<file path="config.mk">
export PLATFORM = sky130hd
export DESIGN_NAME = rv32i_fetch_stage
export DESIGN_NICKNAME = d
export VERILOG_FILES = /design/src/rtl/rv32i_fetch_stage.sv
export SDC_FILE = /design/constraint.sdc
export NUM_CORES = 1
export LEC_CHECK = 0
export ABC_AREA = 1
export CAP_MARGIN = 30
export CORE_ASPECT_RATIO = 0.6
export CORE_MARGIN = 2
export CORE_UTILIZATION = 57
export DETAILED_ROUTE_END_ITERATION = 8
export HOLD_SLACK_MARGIN = 0.12
export MAX_ROUTING_LAYER = met4
export PLACE_DENSITY = 0.85
export SLEW_MARGIN = 20
export SYNTH_ARGS = -nofsm -noshare
export SYNTH_HDL_FRONTEND = slang
export SYNTH_SLANG_ARGS = --single-unit
</file>
<file path="constraint.sdc">
create_clock -name clk -period 12.55 [get_ports clk]
set_input_delay 2.51 -clock clk [delete_from_list [all_inputs] [get_ports clk]]
set_output_delay 2.51 -clock clk [all_outputs]
set_load 0.02 [all_outputs]
</file>
<file path="src/rtl/rv32i_fetch_stage.sv">
// RV32I instruction-fetch stage: PC sequencing, credit-limited imem requests,
// in-order response buffering and redirect flush towards decode.
module rv32i_fetch_stage #(
   parameter logic [31:0] RESET_PC  = 32'h0000_0000,
   parameter int          BUF_DEPTH = 2
) (
   input  logic        clk,
   input  logic        rst,
   output logic        imem_req_valid,
   input  logic        imem_req_ready,
   output logic [31:0] imem_req_addr,
   input  logic        imem_rsp_valid,
   input  logic [31:0] imem_rsp_data,
   input  logic        redirect_valid,
   input  logic [31:0] redirect_pc,
   output logic        if_valid,
   input  logic        if_ready,
   output logic [31:0] if_pc,
   output logic [31:0] if_instruction,
   output logic [6:0]  if_opcode,
   output logic        misalign_err
);
   localparam int PW = (BUF_DEPTH > 1) ? $clog2(BUF_DEPTH) : 1;
   localparam int CW = PW + 1;
   localparam logic [CW:0] DEPTH_C = (CW + 1)'(BUF_DEPTH);

   typedef enum logic [1:0] {BOOT, RUN, HALT} state_t;
   state_t state, state_next;

   logic [31:0]   pc;
   logic [CW-1:0] outstanding, outstanding_next, discard, occupancy;
   logic [CW:0]   credit_used;
   logic [PW-1:0] tag_wr, tag_rd, buf_wr, buf_rd;
   logic [31:0]   tag_pc  [BUF_DEPTH];
   logic [31:0]   buf_pc  [BUF_DEPTH];
   logic [31:0]   buf_ins [BUF_DEPTH];
   logic          req_fire, redir, redir_ok, redir_bad, rsp_keep, pop;

   always_comb begin
      state_next = state;
      case (state)
         BOOT:    state_next = RUN;
         RUN:     if (redir_bad) state_next = HALT;
         HALT:    state_next = HALT;
         default: state_next = BOOT;
      endcase
   end

   // Credits cover both in-flight requests and buffered entries, so every
   // response always finds a free buffer slot.
   always_comb begin
      credit_used      = {1'b0, outstanding} + {1'b0, occupancy};
      imem_req_valid   = (state == RUN) && (credit_used < DEPTH_C);
      imem_req_addr    = pc;
      req_fire         = imem_req_valid && imem_req_ready;
      redir            = (state == RUN) && redirect_valid;
      redir_ok         = redir && (redirect_pc[1:0] == 2'b00);
      redir_bad        = redir && !redir_ok;
      rsp_keep         = imem_rsp_valid && (state == RUN) && !redir && (discard == '0);
      if_valid         = (occupancy != '0);
      pop              = if_valid && if_ready && !redir;
      outstanding_next = outstanding + CW'(req_fire) - CW'(imem_rsp_valid);
      if_pc            = if_valid ? buf_pc[buf_rd]  : '0;
      if_instruction   = if_valid ? buf_ins[buf_rd] : '0;
      if_opcode        = if_instruction[6:0];
   end

   always_ff @(posedge clk) begin
      if (rst) begin
         state        <= BOOT;
         pc           <= RESET_PC;
         outstanding  <= '0;
         discard      <= '0;
         occupancy    <= '0;
         tag_wr       <= '0;
         tag_rd       <= '0;
         buf_wr       <= '0;
         buf_rd       <= '0;
         misalign_err <= 1'b0;
      end else begin
         state       <= state_next;
         outstanding <= outstanding_next;
         if (redir_ok)
            pc <= redirect_pc;
         else if (req_fire)
            pc <= pc + 32'd4;
         if (req_fire)
            tag_wr <= tag_wr + PW'(1);
         if (imem_rsp_valid)
            tag_rd <= tag_rd + PW'(1);
         // Everything still in flight after this edge belongs to the old path.
         if (redir)
            discard <= outstanding_next;
         else if (imem_rsp_valid && (discard != '0))
            discard <= discard - CW'(1);
         if (redir) begin
            buf_wr    <= '0;
            buf_rd    <= '0;
            occupancy <= '0;
         end else begin
            if (rsp_keep)
               buf_wr <= buf_wr + PW'(1);
            if (pop)
               buf_rd <= buf_rd + PW'(1);
            occupancy <= occupancy + CW'(rsp_keep) - CW'(pop);
         end
         if (redir_bad)
            misalign_err <= 1'b1;
      end
   end

   always_ff @(posedge clk) begin
      if (req_fire)
         tag_pc[tag_wr] <= pc;
      if (rsp_keep) begin
         buf_pc[buf_wr]  <= tag_pc[tag_rd];
         buf_ins[buf_wr] <= imem_rsp_data;
      end
   end
endmodule

</file>
==> qor.yml <==
r2r_slack_ps: 9430
gp_congestion: 0.8616
finish.instance_area_mm2: 0.01265
finalCritPeriodShare_pct: 40.54
fmax_mhz: 196.6
yosysSeqAreaShare_pct: 67.02
outcome: "finished, final reports clean"
htreeDepth: 1
antenna_cells: 0
maxCapViolCount: 0
antenna_found_initial: 0
cts_num_sinks: 239
min_period_ps: 5087
dp.cells: 1297
synthArstFlopShare_pct: 0
cp.depth: 4
synth-edff-count: 192
cts-hold-fix-buffers: 0
leakagePower_uw: 0.004502
hp-class: "flip-flop to flip-flop"
setup_viol: 0
io_pins: 176
cts_buffers: 22
vias_per_cell: 5.441
final_util_pct: 73.64
root_buffer: "clkbuf_16"
whs_ps: 483.9
vdd_drop_max_mv: 0.1029
maxSlewViolCount: 0
ys_warn_count: 0
cp-start-kind: "flip-flop"
path_buffers: 2
critical_path.top_delay_family: "buffers and inverters"
area_growth_pct: 26.38
cts_tree: "yes"
first_pass_iters: 5
die_w_um: 175.1
top_cells_by_count: "nand2_1, edfxtp_1, a21oi_1"
slew_headroom_pct: 41.40
top_cell_area_share_pct: 57.61
top_cells_by_area: "edfxtp_1, nand2_1, dfxtp_1, a21oi_1, mux2_2"
nets: 1168
-- sequential cells by signal, indices dropped and copies added (netlist names), named ones only --
| name | cells |
|---|---|
| occupancy | 2 |
| discard | 2 |
| buf_pc | 64 |
| buf_wr | 1 |
| tag_rd | 1 |
| misalign_err | 1 |
| tag_wr | 1 |
| imem_req_addr | 32 |
| buf_rd | 1 |
| buf_ins | 64 |
| outstanding | 2 |
| state | 2 |
| tag_pc | 64 |
-- how the worst min path moves through the flow --
stage | start | slack, ps | cells after the start | to
6_report | misalign_err | 480 | 2 | misalign_err
5_1_grt | misalign_err | 520 | 2 | misalign_err
4_1_cts | misalign_err | 500 | 2 | misalign_err
3_5_place_dp | misalign_err | 480 | 2 | misalign_err
3_3_place_gp | misalign_err | 460 | 2 | misalign_err
2_1_floorplan | state[0] | 450 | 2 | state[0]
-- logic make-up (layout without fill, tap and decap cells) --
family	count (synthesis)	in the layout	synth area share [%]
AND/OR/NAND/NOR	408	408	16.50
flip-flops	239	239	67.02
AND-OR/OR-AND	123	123	6.389
buffers and inverters	111	287	4.676
multiplexers	32	32	3.601
adder cells (fa/ha/maj)	9	9	1.200
XOR/XNOR	7	7	0.6127
-- area by class of cell --
type | instances | area [µm²]
clock buffer | 26 | 565.5
clock inverter | 14 | 131.4
fill | 1143 | 4528
inverter | 64 | 242.7
multi-input combinational | 579 | 2870
sequential | 239 | 6708
tap | 234 | 292.8
timing repair buffer | 183 | 1837
-- layer usage --
metal  up-vias  track usage [%]  part of all wire, %
met5         -                -                    0
met4         0            4.345                  1.5
met3        32            5.709                   11
met2       415            37.10                   43
met1      3371            37.61                   44
li1       3468                -                    -
-- power breakdown --
group	switching, µW	total (µW)	internal, µW
clock network	282	648	366
logic	393	641	249
registers	38.0	994	956
total	712	2280	1570
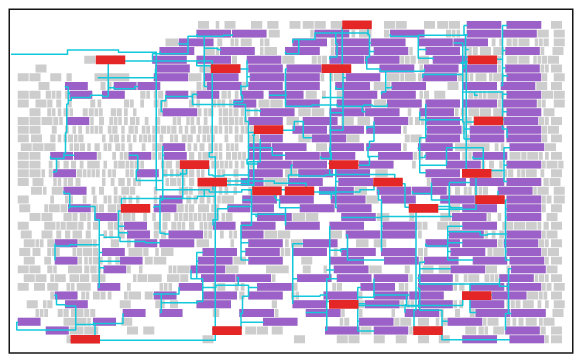
Figure 1: routed clock nets over the placement.
- flip-flops: purple (count 239)
- clock wires: cyan (length 2470 µm)
- cells driving clock nets: red (count 22)
- routed clock nets: 23
- flops lie: spread over the die
Clock group: 648 µW
Worst Clk Skew: 11.55 ps

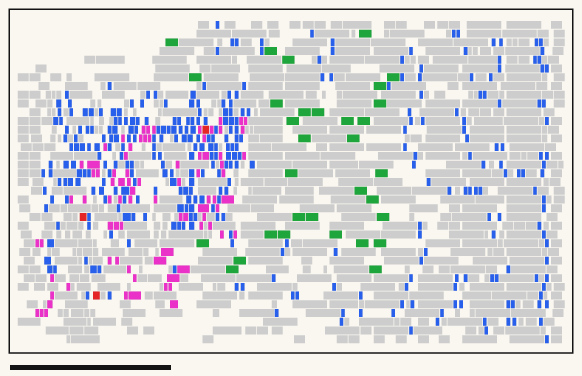
Figure 2: gate-type map.
Bar = 50 µm.
- multiplexers: green (cells 32; most used mux2_2)
- NOR gates: magenta (cells 81; most used nor2_1)
- AND and OR gates: red (cells 3)
- NAND gates: blue (cells 324; most used nand2_1; where spread over the die)
Non-Filler Instances: 1339
Comb area share: 22.69%
Commonest Layout Cell: nand2_1

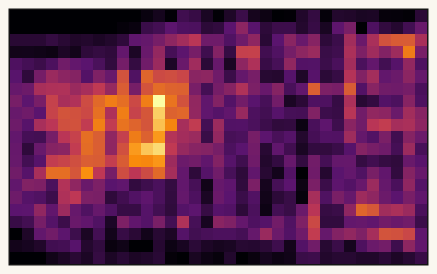
Figure 3: routed metal per tile.
The die is cut into 35 by 21 equal tiles; black is low, pale yellow is high, scaled to the fullest tile. Values are wire area over tile area, all layers added.
- mean over tiles: 0.21
- tiles over half the peak: 12%
- nearly empty tiles: 5.7%
Global Route Usage Sum: 25.46%
WL per Instance: 17.33 µm
vias post-DR: 7286
Post-Route WL: 23210 µm

No activity file was given, so power comes from the tool's default toggle rates.
